## config.mk

```make
export PLATFORM = sky130hd
export DESIGN_NAME = umbral_fsm_n
export DESIGN_NICKNAME = d
export VERILOG_FILES = /design/src/rtl/umbral_fsm_n.sv
export SDC_FILE = /design/constraint.sdc
export NUM_CORES = 1
export LEC_CHECK = 0
export ABC_AREA = 1
export CAP_MARGIN = 20
export CORE_MARGIN = 5
export CORE_UTILIZATION = 35
export CTS_BUF_LIST = sky130_fd_sc_hd__clkbuf_2
export DETAILED_ROUTE_END_ITERATION = 10
export PLACE_DENSITY = 0.73
export SLEW_MARGIN = 5
export SYNTH_ARGS = -nofsm -noshare
export SYNTH_HDL_FRONTEND = slang
export SYNTH_SLANG_ARGS = --single-unit
```

## constraint.sdc

```tcl
create_clock -name clk -period 4.2 [get_ports clk]
set_clock_uncertainty 0.15 [all_clocks]
set_input_delay 0.63 -clock clk [delete_from_list [all_inputs] [get_ports clk]]
set_output_delay 0.63 -clock clk [all_outputs]
set_load 0.05 [all_outputs]
```

## src/rtl/umbral_fsm_n.sv

```systemverilog
// Flow-control and status FSM for NUM_FIFO monitored FIFOs: latches thresholds during INIT,
// registers almost-full/almost-empty flags, drives the upstream pause and tracks sticky overflows.
module umbral_fsm_n #(
    parameter int NUM_FIFO = 5,
    parameter int CW       = 5,
    parameter int TW       = 4,
    parameter int HYST     = 1
) (
    input  logic                     clk,
    input  logic                     reset,
    input  logic                     init,
    input  logic [NUM_FIFO*TW-1:0]   umbral_high,
    input  logic [NUM_FIFO*TW-1:0]   umbral_low,
    input  logic [NUM_FIFO*CW-1:0]   fifo_count,
    input  logic [NUM_FIFO-1:0]      fifo_empty,
    input  logic [NUM_FIFO-1:0]      fifo_full,
    input  logic [NUM_FIFO-1:0]      fifo_push,
    output logic [NUM_FIFO-1:0]      almost_full,
    output logic [NUM_FIFO-1:0]      almost_empty,
    output logic                     pause,
    output logic [NUM_FIFO-1:0]      error_full,
    output logic                     idle_out,
    output logic                     active_out,
    output logic                     error_out,
    output logic [2:0]               state
);

    typedef enum logic [2:0] {
        ST_RESET  = 3'd0,
        ST_INIT   = 3'd1,
        ST_IDLE   = 3'd2,
        ST_ACTIVE = 3'd3,
        ST_ERROR  = 3'd4
    } state_e;

    if (TW > CW) begin : g_bad_width
        $error("umbral_fsm_n: TW must not exceed CW");
    end

    state_e                   state_q, state_d;
    logic [NUM_FIFO*TW-1:0]   high_q, high_d;
    logic [NUM_FIFO*TW-1:0]   low_q, low_d;
    logic [NUM_FIFO-1:0]      af_q, af_d;
    logic [NUM_FIFO-1:0]      ae_q, ae_d;
    logic [NUM_FIFO-1:0]      err_q, err_d;
    logic                     pause_q, pause_d;

    logic [NUM_FIFO-1:0]      cmp_af;
    logic [NUM_FIFO-1:0]      cmp_ae;
    logic [NUM_FIFO-1:0]      ovf_vec;
    logic                     monitoring;
    logic                     overflow;

    // Thresholds are zero-extended to the count width; a zero high threshold disables almost_full.
    for (genvar i = 0; i < NUM_FIFO; i++) begin : g_cmp
        assign cmp_af[i] = (high_q[i*TW +: TW] != '0) &&
                           (fifo_count[i*CW +: CW] >= CW'(high_q[i*TW +: TW]));
        assign cmp_ae[i] = (fifo_count[i*CW +: CW] <= CW'(low_q[i*TW +: TW]));
    end

    assign ovf_vec    = fifo_push & fifo_full;
    assign monitoring = (state_q == ST_IDLE) || (state_q == ST_ACTIVE) || (state_q == ST_ERROR);
    assign overflow   = monitoring && (|ovf_vec);

    always_comb begin
        // NOTE: every target gets a default first so no path through the case can infer a latch.
        state_d = state_q;
        high_d  = high_q;
        low_d   = low_q;
        af_d    = '0;
        ae_d    = '0;
        pause_d = 1'b0;
        err_d   = err_q;

        if (monitoring) begin
            af_d  = cmp_af;
            ae_d  = cmp_ae;
            err_d = err_q | ovf_vec;
            if (HYST == 0) begin
                pause_d = |cmp_af;
            end else if (|cmp_af) begin
                pause_d = 1'b1;
            end else if (&cmp_ae) begin
                pause_d = 1'b0;
            end else begin
                pause_d = pause_q;
            end
        end

        unique case (state_q)
            ST_RESET: state_d = ST_INIT;
            ST_INIT: begin
                high_d = umbral_high;
                low_d  = umbral_low;
                if (!init) state_d = ST_IDLE;
            end
            ST_IDLE: begin
                if (overflow)           state_d = ST_ERROR;
                else if (init)          state_d = ST_INIT;
                else if (!(&fifo_empty)) state_d = ST_ACTIVE;
            end
            ST_ACTIVE: begin
                if (overflow)           state_d = ST_ERROR;
                else if (init)          state_d = ST_INIT;
                else if (&fifo_empty)   state_d = ST_IDLE;
            end
            ST_ERROR: state_d = ST_ERROR;
            default:  state_d = ST_RESET;
        endcase
    end

    // NOTE: reset clears thresholds and sticky errors as well; nothing survives a reset.
    always_ff @(posedge clk) begin
        if (reset) begin
            state_q <= ST_RESET;
            high_q  <= '0;
            low_q   <= '0;
            af_q    <= '0;
            ae_q    <= '0;
            err_q   <= '0;
            pause_q <= 1'b0;
        end else begin
            state_q <= state_d;
            high_q  <= high_d;
            low_q   <= low_d;
            af_q    <= af_d;
            ae_q    <= ae_d;
            err_q   <= err_d;
            pause_q <= pause_d;
        end
    end

    assign almost_full  = af_q;
    assign almost_empty = ae_q;
    assign pause        = pause_q;
    assign error_full   = err_q;
    assign state        = state_q;
    assign idle_out     = (state_q == ST_IDLE);
    assign active_out   = (state_q == ST_ACTIVE);
    assign error_out    = (state_q == ST_ERROR);

endmodule

```

Fig. 1: run 1, clock wiring as the flow saved it
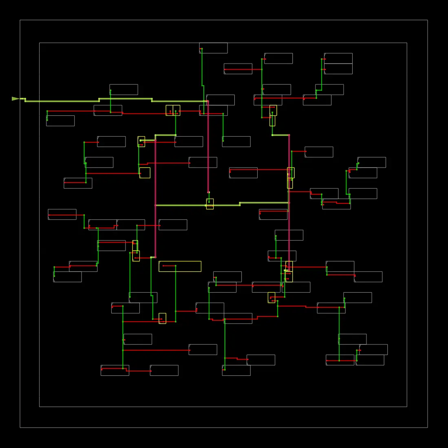
total CTS buffers: 9
sequential cell count: 59
clk pwr: 0.345 mW
Insertion Delay late pin: 0.48 ns
clock buf count: 9

Fig. 2: run 1, cell classes on the final placement
Bar = 20 um.
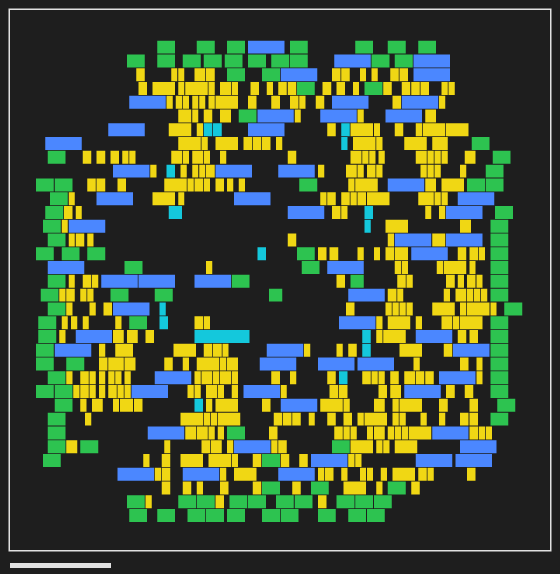
color	class	cells
yellow	remaining logic cells	377
blue	registers	59
cyan	clock drivers and dummy loads	16
green	remaining buffers and delay cells	106
design area: 4500 um^2
share of the core filled with cells: 49.2%
row count: 35

==> flow_metrics.env, run 1 <==
# source this file to load flow results
export IMPL_use_met3_pct=5.24
export IMPL_cpMaxStageDelayCell="clkdlybuf4s50_1"
export IMPL_seq_power_mw=0.843
export IMPL_port_buffers=104
export IMPL_slew_viol_final=0
export IMPL_gr_usage_met1_pct=17.5
export IMPL_ys_warn_count=0
export IMPL_antenna_left=0
export IMPL_cp_required_ns=3.42
export IMPL_netlist_area_um2=3270
export IMPL_cp_num_cells=4
export IMPL_fin_crit_ns=2.82
export IMPL_r2r_end="high_q[1]"
export IMPL_reg_largest_list="high_q (20), low_q (20)"
export IMPL_endpoint="active_out"
export IMPL_avgViaCountPerCell=4.67
export IMPL_lay_top_count="clkdlybuf4s50_1"
export IMPL_drc_errors=0
export IMPL_diodes=0
export IMPL_setup_tns_ns=0
export IMPL_worst_pin_slew_ns=0.662
export IMPL_p_comb_share_pct=52.8
export IMPL_power_leader="combinational logic"
export IMPL_clock_path_buffers=2
export IMPL_cts_sinks=59
export IMPL_synth_edff_count=0
export IMPL_largest_cell_class="multi-input combinational cells"
export IMPL_layout_nets=676
export IMPL_drtPass1Iterations=4
export IMPL_status="completed"
export IMPL_xor_share_pct=0
export IMPL_grt_first_pass_wirelength_um=13800
export IMPL_cp_cell_sequence="inv_2 > nand2_1 > nor2_1 > clkdlybuf4s50_1"
export IMPL_clkTransAtPathRegs_ns=0.17
export IMPL_wl_met2_um=4070
Fig. 3: run 1, sizing map
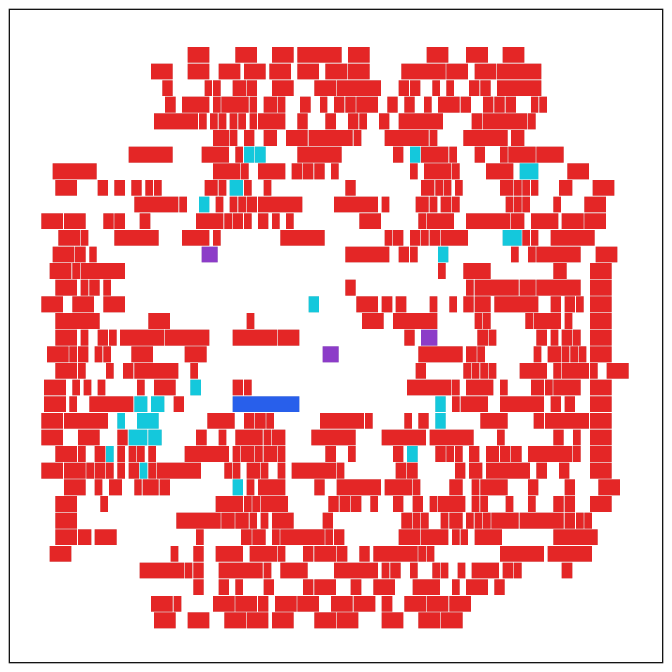
color	size	cells	share	most used
purple	x3 and x4	3	0.54%	buf_4
cyan	x2	22	3.9%	clkbuf_2
blue	x6 and larger	1	0.18%	bufinv_16
red	x1 and smaller	532	95%	clkdlybuf4s50_1
P&R area growth vs syn: 37.8%
Signal buffers: 106
fin worst setup slack: 1.38 ns

Fig. 4: run 1, M1 wires
Supply wires on this layer in gray.
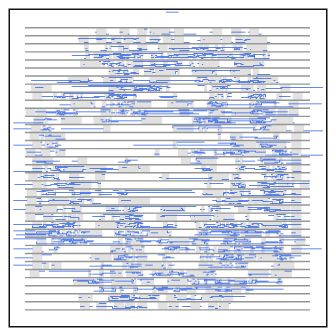
share of all routed wire	43%
nets with wire on the layer	626
main direction	horizontal
longest straight run	49.4 um
total number of vias: 3123
total detailed-routing wirelength: 8460 um

Fig. 5: run 1, clock distribution
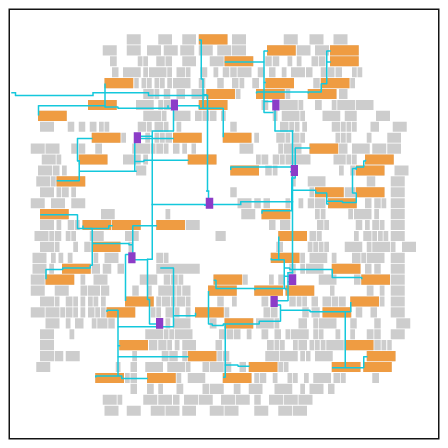

--- run 2 (diff from run 1) ---
- PLACE_DENSITY: 0.73 -> 0.76
- clock period: 4.2 -> 2.5 ns (I/O delays scaled with it)
Fig. 6: run 2, clock distribution
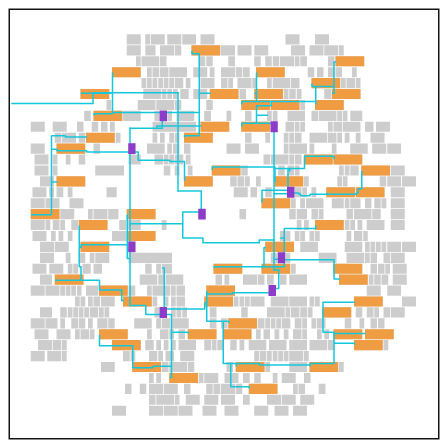
[cyan] clock wires | length: 870 um
[orange] flip-flops | count: 59
[purple] clock-net drivers | count: 9
routed clock nets	10
Insertion Delay late pin: 0.50 ns
clk pwr: 0.714 mW

==> flow_metrics.env, run 2 <==
# source this file to load flow results
export IMPL_layout_nets=677
export IMPL_xor_share_pct=0
export IMPL_numCtsBuffers=9
export IMPL_cp_num_cells=1
export IMPL_reg_largest_list="high_q (20), low_q (20)"
export IMPL_cp_startpoint="state[0]"
export IMPL_clockBufferCount=9
export IMPL_fin_area_um2=4550
export IMPL_largest_cell_class="multi-input combinational cells"
export IMPL_p_comb_share_pct=51.6
export IMPL_wl_um=8810
export IMPL_drtPass1Iterations=5
export IMPL_status="completed"
export IMPL_lay_top_count="clkdlybuf4s50_1"
export IMPL_port_buffers=104
export IMPL_ys_area_um2=3270
export IMPL_setup_tns_ns=0
export IMPL_power_leader="combinational logic"
export IMPL_worst_pin_slew_ns=0.542
export IMPL_clock_path_buffers=2
export IMPL_fin_crit_ns=2.31
export IMPL_wl_met2_um=4170
export IMPL_ys_warn_count=0
export IMPL_diodes=0
export IMPL_clkTransAtPathRegs_ns=0.21
export IMPL_cp_cell_sequence="clkdlybuf4s50_1"
export IMPL_cts_sinks=59
export IMPL_setup_slack_ns=0.190
export IMPL_wl_met3_um=526
export IMPL_area_growth_pct=39.3
export IMPL_drc_errors=0
export IMPL_gr_usage_met1_pct=17.8
export IMPL_synth_edff_count=0
export IMPL_worstHoldStart="low_q[4]"
export IMPL_cp_required_ns=1.98
export IMPL_grt_first_pass_wirelength_um=14200
export IMPL_utilization_pct=49.7
export IMPL_antenna_left=0
export IMPL_via_count=3232
export IMPL_slew_viol_final=0
export IMPL_cpMaxStageDelayCell="clkdlybuf4s50_1"
export IMPL_endpoint="state[0]"
export IMPL_flops=59
export IMPL_final_signal_buffer_count=107
Fig. 7: run 2, M1 wires
Supply wires on this layer in gray.
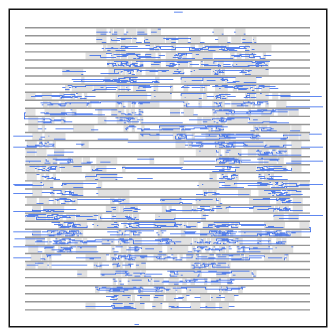

--- run 3 (diff from run 2) ---
- CELL_PAD_IN_SITES_DETAIL_PLACEMENT: unset -> 2
- CELL_PAD_IN_SITES_GLOBAL_PLACEMENT: unset -> 2
- CORE_UTILIZATION: 35 -> 26
- PLACE_DENSITY: 0.76 -> 0.93
- clock period: 2.5 -> 2.25 ns (I/O delays scaled with it)
Fig. 8: run 3, M1 wires
Supply wires on this layer in gray.
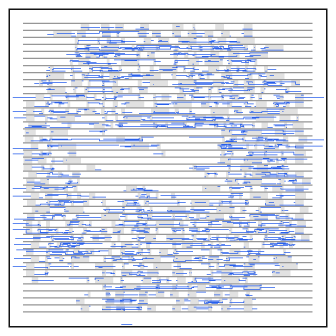
nets with wire on the layer	629
main direction	horizontal
total detailed-routing wirelength: 11500 um
grt met1 use: 15.9%
total number of vias: 3391

==> flow_metrics.env, run 3 <==
# source this file to load flow results
export IMPL_status="completed"
export IMPL_netlist_area_um2=3270
export IMPL_clkLatencyLatePin_ns=0.52
export IMPL_diodes=0
export IMPL_fin_crit_ns=2.06
export IMPL_xor_share_pct=0
export IMPL_grt_first_pass_wirelength_um=18600
export IMPL_core_rowCount=41
export IMPL_drtPass1Iterations=4
export IMPL_cp_cell_sequence="dlygate4sd2_1"
export IMPL_use_met3_pct=5.76
export IMPL_flops=59
export IMPL_utilization_pct=36.7
export IMPL_ys_area_um2=3270
export IMPL_slew_viol_final=0
export IMPL_cpMaxStageDelayCell="dlygate4sd2_1"
export IMPL_lay_top_count="inv_1"
export IMPL_cp_startpoint="state[0]"
export IMPL_synth_edff_count=0
export IMPL_port_buffers=104
export IMPL_clock_path_buffers=2
export IMPL_r2r_end="pause"
export IMPL_endpoint="state[0]"
export IMPL_pg_clk_mw=0.557
export IMPL_area_growth_pct=40.0
export IMPL_clockBufferCount=12
export IMPL_wl_met3_um=642
export IMPL_worstHoldStart="fifo_full[1]"
export IMPL_setup_slack_ns=0.190
export IMPL_antenna_left=0
export IMPL_drc_errors=0
Power is estimated from default activity; no workload was simulated.
